`config.mk`:
```
export PLATFORM = sky130hd
export DESIGN_NAME = axis_spi_slave_bridge
export DESIGN_NICKNAME = d
export VERILOG_FILES = /design/src/rtl/axis_spi_pkg.sv /design/src/rtl/cdc_sync_bit.sv /design/src/rtl/axis_spi_slave_bridge.sv
export SDC_FILE = /design/constraint.sdc
export NUM_CORES = 1
export LEC_CHECK = 0
export CELL_PAD_IN_SITES_DETAIL_PLACEMENT = 0
export CELL_PAD_IN_SITES_GLOBAL_PLACEMENT = 1
export CORE_MARGIN = 8
export CORE_UTILIZATION = 37
export DETAILED_ROUTE_END_ITERATION = 10
export GPL_ROUTABILITY_DRIVEN = 0
export PLACE_DENSITY_LB_ADDON = 0.1
export SETUP_SLACK_MARGIN = 0.2
export SLEW_MARGIN = 20
export SYNTH_ARGS = -nofsm -noshare
export SYNTH_HDL_FRONTEND = slang
export SYNTH_SLANG_ARGS = --single-unit
```
`constraint.sdc`:
```
create_clock -name clk -period 1.6 [get_ports clk]
set_input_delay 0.32 -clock clk [delete_from_list [all_inputs] [get_ports clk]]
set_output_delay 0.32 -clock clk [all_outputs]
set_load 0.05 [all_outputs]
```
`src/rtl/axis_spi_pkg.sv`:
```
// Shared definitions for the AXIS <-> SPI bridges: FSM encodings, synchronizer
// depth and SPI mode constants.
package axis_spi_pkg;

  localparam int SYNC_STAGES = 2;

  // Mode 0: sck idles low, data sampled on the rising edge, MSB first.
  localparam logic SPI_CPOL      = 1'b0;
  localparam logic SPI_CPHA      = 1'b0;
  localparam logic SPI_MSB_FIRST = 1'b1;

  typedef enum logic [0:0] {
    SPI_IDLE   = 1'b0,
    SPI_ACTIVE = 1'b1
  } spi_state_e;

  localparam logic [0:0] ST_IDLE   = 1'b0;
  localparam logic [0:0] ST_ACTIVE = 1'b1;

endpackage

```
`src/rtl/cdc_sync_bit.sv`:
```
// Single-bit multi-flop synchronizer with a selectable reset level, so idle-high
// inputs such as chip selects come out of reset inactive.
module cdc_sync_bit #(
  parameter int   STAGES  = 2,
  parameter logic RST_VAL = 1'b0
) (
  input  logic clk,
  input  logic rst_n,
  input  logic d,
  output logic q
);

  logic [STAGES-1:0] sync_sr;

  always_ff @(posedge clk or negedge rst_n) begin
    if (!rst_n) begin
      sync_sr <= {STAGES{RST_VAL}};
    end else begin
      sync_sr <= {sync_sr[STAGES-2:0], d};
    end
  end

  assign q = sync_sr[STAGES-1];

endmodule

```
`src/rtl/axis_spi_slave_bridge.sv`:
```
// SPI mode-0 peripheral oversampled in the clk domain; received words leave on
// axis_o_*, transmitted words are taken from axis_i_*.
module axis_spi_slave_bridge
  import axis_spi_pkg::*;
#(
  parameter int                      AXIS_BYTES = 1,
  parameter logic [AXIS_BYTES*8-1:0] FILL       = {AXIS_BYTES{8'hFF}}
) (
  input  logic                    clk,
  input  logic                    aresetn,
  output logic                    axis_i_tready,
  input  logic                    axis_i_tvalid,
  input  logic [AXIS_BYTES*8-1:0] axis_i_tdata,
  input  logic                    axis_o_tready,
  output logic                    axis_o_tvalid,
  output logic [AXIS_BYTES*8-1:0] axis_o_tdata,
  input  logic                    sck,
  input  logic                    cs_n,
  input  logic                    mosi,
  output logic                    miso,
  output logic                    miso_oe,
  output logic                    overflow,
  output logic                    underrun,
  output logic [0:0]              dbg_state
);

  localparam int             W    = AXIS_BYTES * 8;
  localparam int             CW   = $clog2(W);
  localparam logic [CW-1:0]  LAST = CW'(W - 1);

  logic          sck_s, cs_s, mosi_s;
  logic          sck_q, cs_q;
  logic          lead_s, lead_q;
  logic          rise, fall, sel, desel;
  logic [0:0]    state;
  logic [CW-1:0] cnt;
  logic [W-2:0]  rx_sr;
  logic [W-2:0]  tx_sr;
  logic          load_pend;
  logic          word_done;
  logic          load_now;
  logic [W-1:0]  rx_word;
  logic [W-1:0]  load_word;

  // Equal depth on all three pins keeps mosi aligned with the sck strobe.
  cdc_sync_bit #(.STAGES(SYNC_STAGES), .RST_VAL(1'b0)) u_sync_sck (
    .clk(clk), .rst_n(aresetn), .d(sck), .q(sck_s)
  );
  cdc_sync_bit #(.STAGES(SYNC_STAGES), .RST_VAL(1'b1)) u_sync_cs (
    .clk(clk), .rst_n(aresetn), .d(cs_n), .q(cs_s)
  );
  cdc_sync_bit #(.STAGES(SYNC_STAGES), .RST_VAL(1'b0)) u_sync_mosi (
    .clk(clk), .rst_n(aresetn), .d(mosi), .q(mosi_s)
  );

  always_ff @(posedge clk or negedge aresetn) begin
    if (!aresetn) begin
      sck_q <= 1'b0;
      cs_q  <= 1'b1;
    end else begin
      sck_q <= sck_s;
      cs_q  <= cs_s;
    end
  end

  assign lead_s = sck_s ^ SPI_CPOL;
  assign lead_q = sck_q ^ SPI_CPOL;
  assign rise   = lead_s & ~lead_q;
  assign fall   = ~lead_s & lead_q;
  assign sel    = ~cs_s & cs_q;
  assign desel  = cs_s & ~cs_q;

  assign rx_word   = {rx_sr, mosi_s};
  assign load_word = axis_i_tvalid ? axis_i_tdata : FILL;
  assign word_done = (state == ST_ACTIVE) && rise && !desel && (cnt == LAST);
  assign load_now  = !desel &&
                     (((state == ST_IDLE) && sel) ||
                      ((state == ST_ACTIVE) && fall && load_pend));

  // Handshakes: a beat transfers in any cycle where tvalid and tready are both
  // high; axis_i_tready is only raised in the cycle the tx word is sampled.
  assign axis_i_tready = load_now && axis_i_tvalid;
  assign dbg_state     = state;

  always_ff @(posedge clk or negedge aresetn) begin
    if (!aresetn) begin
      state     <= ST_IDLE;
      cnt       <= '0;
      rx_sr     <= '0;
      tx_sr     <= '0;
      load_pend <= 1'b0;
      miso      <= 1'b0;
      miso_oe   <= 1'b0;
      underrun  <= 1'b0;
    end else begin
      underrun <= 1'b0;
      if (desel) begin
        state     <= ST_IDLE;
        cnt       <= '0;
        rx_sr     <= '0;
        load_pend <= 1'b0;
        miso      <= 1'b0;
        miso_oe   <= 1'b0;
      end else if (state == ST_IDLE) begin
        if (sel) begin
          state     <= ST_ACTIVE;
          cnt       <= '0;
          load_pend <= 1'b0;
          tx_sr     <= load_word[W-2:0];
          miso      <= load_word[W-1];
          miso_oe   <= 1'b1;
          underrun  <= !axis_i_tvalid;
        end
      end else begin
        if (rise) begin
          rx_sr <= rx_word[W-2:0];
          if (cnt == LAST) begin
            cnt       <= '0;
            load_pend <= 1'b1;
          end else begin
            cnt <= cnt + 1'b1;
          end
        end
        // A fall right after a completed word starts the next tx word.
        if (fall) begin
          if (load_pend) begin
            tx_sr     <= load_word[W-2:0];
            miso      <= load_word[W-1];
            underrun  <= !axis_i_tvalid;
            load_pend <= 1'b0;
          end else begin
            miso  <= tx_sr[W-2];
            tx_sr <= {tx_sr[W-3:0], 1'b0};
          end
        end
      end
    end
  end

  always_ff @(posedge clk or negedge aresetn) begin
    if (!aresetn) begin
      axis_o_tvalid <= 1'b0;
      axis_o_tdata  <= '0;
      overflow      <= 1'b0;
    end else begin
      overflow <= 1'b0;
      if (word_done) begin
        if (axis_o_tvalid && !axis_o_tready) begin
          overflow <= 1'b1;
        end else begin
          axis_o_tdata  <= rx_word;
          axis_o_tvalid <= 1'b1;
        end
      end else if (axis_o_tvalid && axis_o_tready) begin
        axis_o_tvalid <= 1'b0;
      end
    end
  end

endmodule
```
Fig. 1: where the registers sit
(6 px per µm) Other sequential cells in the stronger grey, the rest of the logic in the fainter grey.
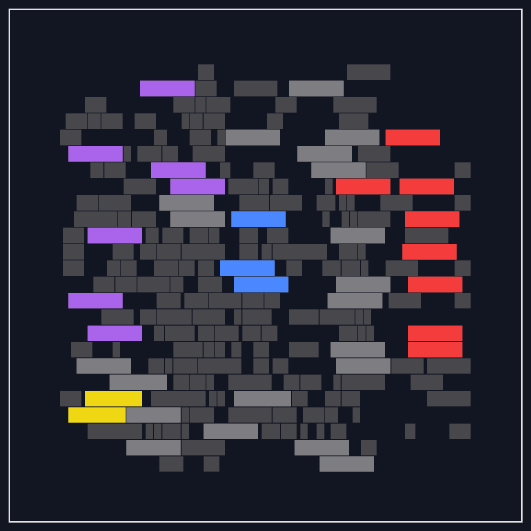
name in the netlist	colour	flops
cnt	blue	3
tx_sr	purple	7
u_sync_cs.sync_sr	yellow	2
axis_o_tdata	red	8
not coloured	20
Finished Core Util: 59.1%
Flop area: 0.00101 mm²
sequential logic power: 1.18 mW
flop share of the area: 36.5%

Fig. 2: metal 2
(3 px per µm) Cells faint in the background.
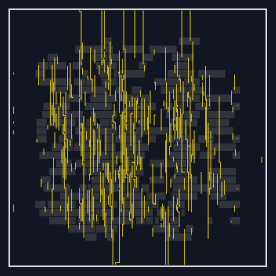
main direction	vertical
nets with wire on the layer	201
longest straight run	38.4 µm
Routed WL: 3870 µm
met2 usage in global routing: 18.7%

==> results.toml <==
# synthesis and place-and-route metrics
[critical_path]
cp_slowest_stage_delay_ns = 0.57
required_ns = 1.28
critPathTopFamily = "flip-flops"
worstPathArrival_ns = 1.54
startpoint_type = "register"
crit_buf_inv = 1
critPathCaptureType = "output port"
r2r-end = "tx_sr[2]"
crit_type = "reg -> out"
r2r-start = "u_sync_cs.sync_sr[1]"
crit_path_top_delay_cell = "dfstp_2"
critPathLaunch = "cs_q"
cp.depth = 5
reg2reg_depth = 10

[power]
pwr-share-comb_pct = 23.2
pwr-share-clk_pct = 28.6
power.density_mw_per_mm2 = 886
power.group.top = "sequential cells"
p_comb_mw = 0.565
p_leak_nw = 1.27
p_seq_share_pct = 48.2
p_sw_share_pct = 27.0
p_total_mw = 2.44
p_switching_mw = 0.659
p_clk_mw = 0.697

[global_route]
grt_max_degree = 26
use_met3_pct = 3.96
grt.busiest_layer = "met2"
grt_first_pass_wirelength_um = 6060
grt_use_total_pct = 10.5
grt_pass1_vias = 1316
grt-ovfl-total = 0
grt_antenna_before_repair = 0
met1_usage_pct = 11.0

[place]
pre_cts_ws_ns = -0.0964
dpl.hpwl_um = 2530
port_buffers = 29
post-place-cells = 233
place_area_mm2 = 0.00228

[synth]
syn-num-nets = 164
synth.avg_cell_area_um2 = 12.2
synth_area_leader_cell = "dfrtp_1"
top_cell_area_share_pct = 52.3
synthesis.area_mm2 = 0.00177
ys_ff = 40
netlist_instances = 145
synthAdderAreaFrac_pct = 2.83
synth_top_cell_by_count = "dfrtp_1"
ys_seq_share_pct = 56.7
top_cells_by_count = "37 x dfrtp_1, 15 x nand2_1, 13 x a21oi_1"
top_cells_by_area = "dfrtp_1 52%, mux2_4 10%, mux2i_1 4.5%, dfstp_2 4.5%, a21oi_1 3.7%"
ys_top_logic_family = "multiplexers"
yosys_area_mm2 = 0.00177
yosys_cells = 145
synth.distinct_cells = 28
synth-async-reset-ratio_pct = 100
yosysWarnings = 0
edf_count = 0
synthAoiAreaFrac_pct = 6.22
ys_sh_xor_pct = 0

[clocking]
post-cts-setup-buffer-count = 9
clk_latency_ns = 0.29
cts_tree = "built"
cts-hold-fix-buffers = 1
htreeDepth = 2
cts_resized = 11
cts-buffers-inserted = 5
cts_buffer_depth = 2
clock_sinks = 40
clkTransAtPathRegs_ns = 0.07
clockRootBuffer = "clkbuf_8"

[timing]
max_freq_mhz = 538
setup_viol = 18
skew_ns = 0.00667
setup_ws_ns = -0.260
whs_ns = 0.359
rsz0062_at_grt = "true"
final.setup.tns_ns = -2.95
tightestPinTransition_ns = 0.418
drv_slew = 0
final_hold_viol_count = 0
slew_headroom_pct = 72.1

[detailed_routing]
routed_via_density = 4.81
met1_length_um = 1570
wl_per_cell_um = 14.6
met2_length_um = 2070
dr.pass1.iters = 4
vias = 1280
first_iter_violations = 27
ant_nets = 0
drc = 0

[finish]
final_area_mm2 = 0.00275
buf_share_pct = 26.5
largest_reg_flops = 8
most-common-layout-cells = "36 x dfrtp_1, 27 x buf_4, 15 x nand2_1, 13 x clkdlybuf4s50_1"
buffers = 66
regMostFlops = "axis_o_tdata"
comb_cells = 89
ff_count = 40
antennaDiodeCount = 0
drive_gt1_share_pct = 49.5
synthToLayoutAreaGrowth_pct = 55.5
final_nets = 230
largestClassByArea = "flip-flops and latches"
nFillCells = 376
nNonClkInverters = 9
clock_area_share_pct = 3.36
reg.largest.list = "axis_o_tdata (8), rx_sr (7), tx_sr (7)"
clock_buffers = 6
final_common_cell = "dfrtp_1"

[job]
drv_cap = 0
warning_count = 30

[floorplanning]
rows = 25
num_tap_cells = 54
core_area_mm2 = 0.00466
ios = 30
die.size.x_um = 85.2
core_util_floorplan_pct = 38.0
chipArea_mm2 = 0.00725

[run_status]
outcome = "finished, violations left"
violations = "negative setup slack"

[worst_hold_path]
hold_end = "u_sync_cs.sync_sr[1]"
min_path_type = "reg -> reg"
hold_start = "u_sync_cs.sync_sr[0]"
min_path_cells = 0
Fig. 3: gate families picked out
(6 px per µm)
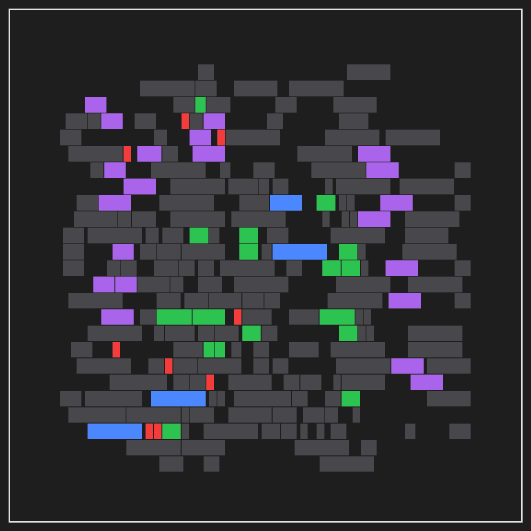
family	colour	cells	most used
mux cells	purple	21	mux2_4
fa/ha/maj cells	blue	4	ha_4
inv cells	red	9	inv_1
aoi and oai cells	green	17	a21oi_2
Final Non-Filler Cells: 266
combinational fraction of the cell area: 29.9%

Fig. 4: a small window of the routed layout
Window x 23 to 63, y 40 to 80 µm. Cells in grey, sequential cells in the stronger grey; small squares are vias.
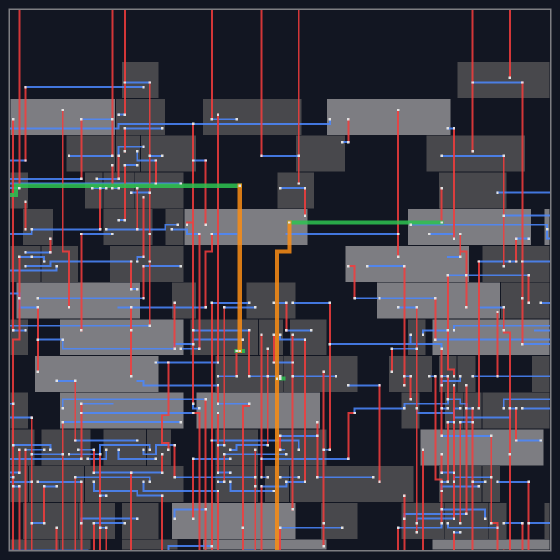
layer	colour
metal 1	blue
metal 3	green
metal 4	orange
metal 2	red
cells with their middle in the window	72
netlist names of flops here include	rx_sr (3), tx_sr (3), cnt (2)
sequential cells in the window	14
most frequent	dfrtp_1 (14), nand2_1 (8), buf_4 (8)

Power is estimated from default activity; no workload was simulated.
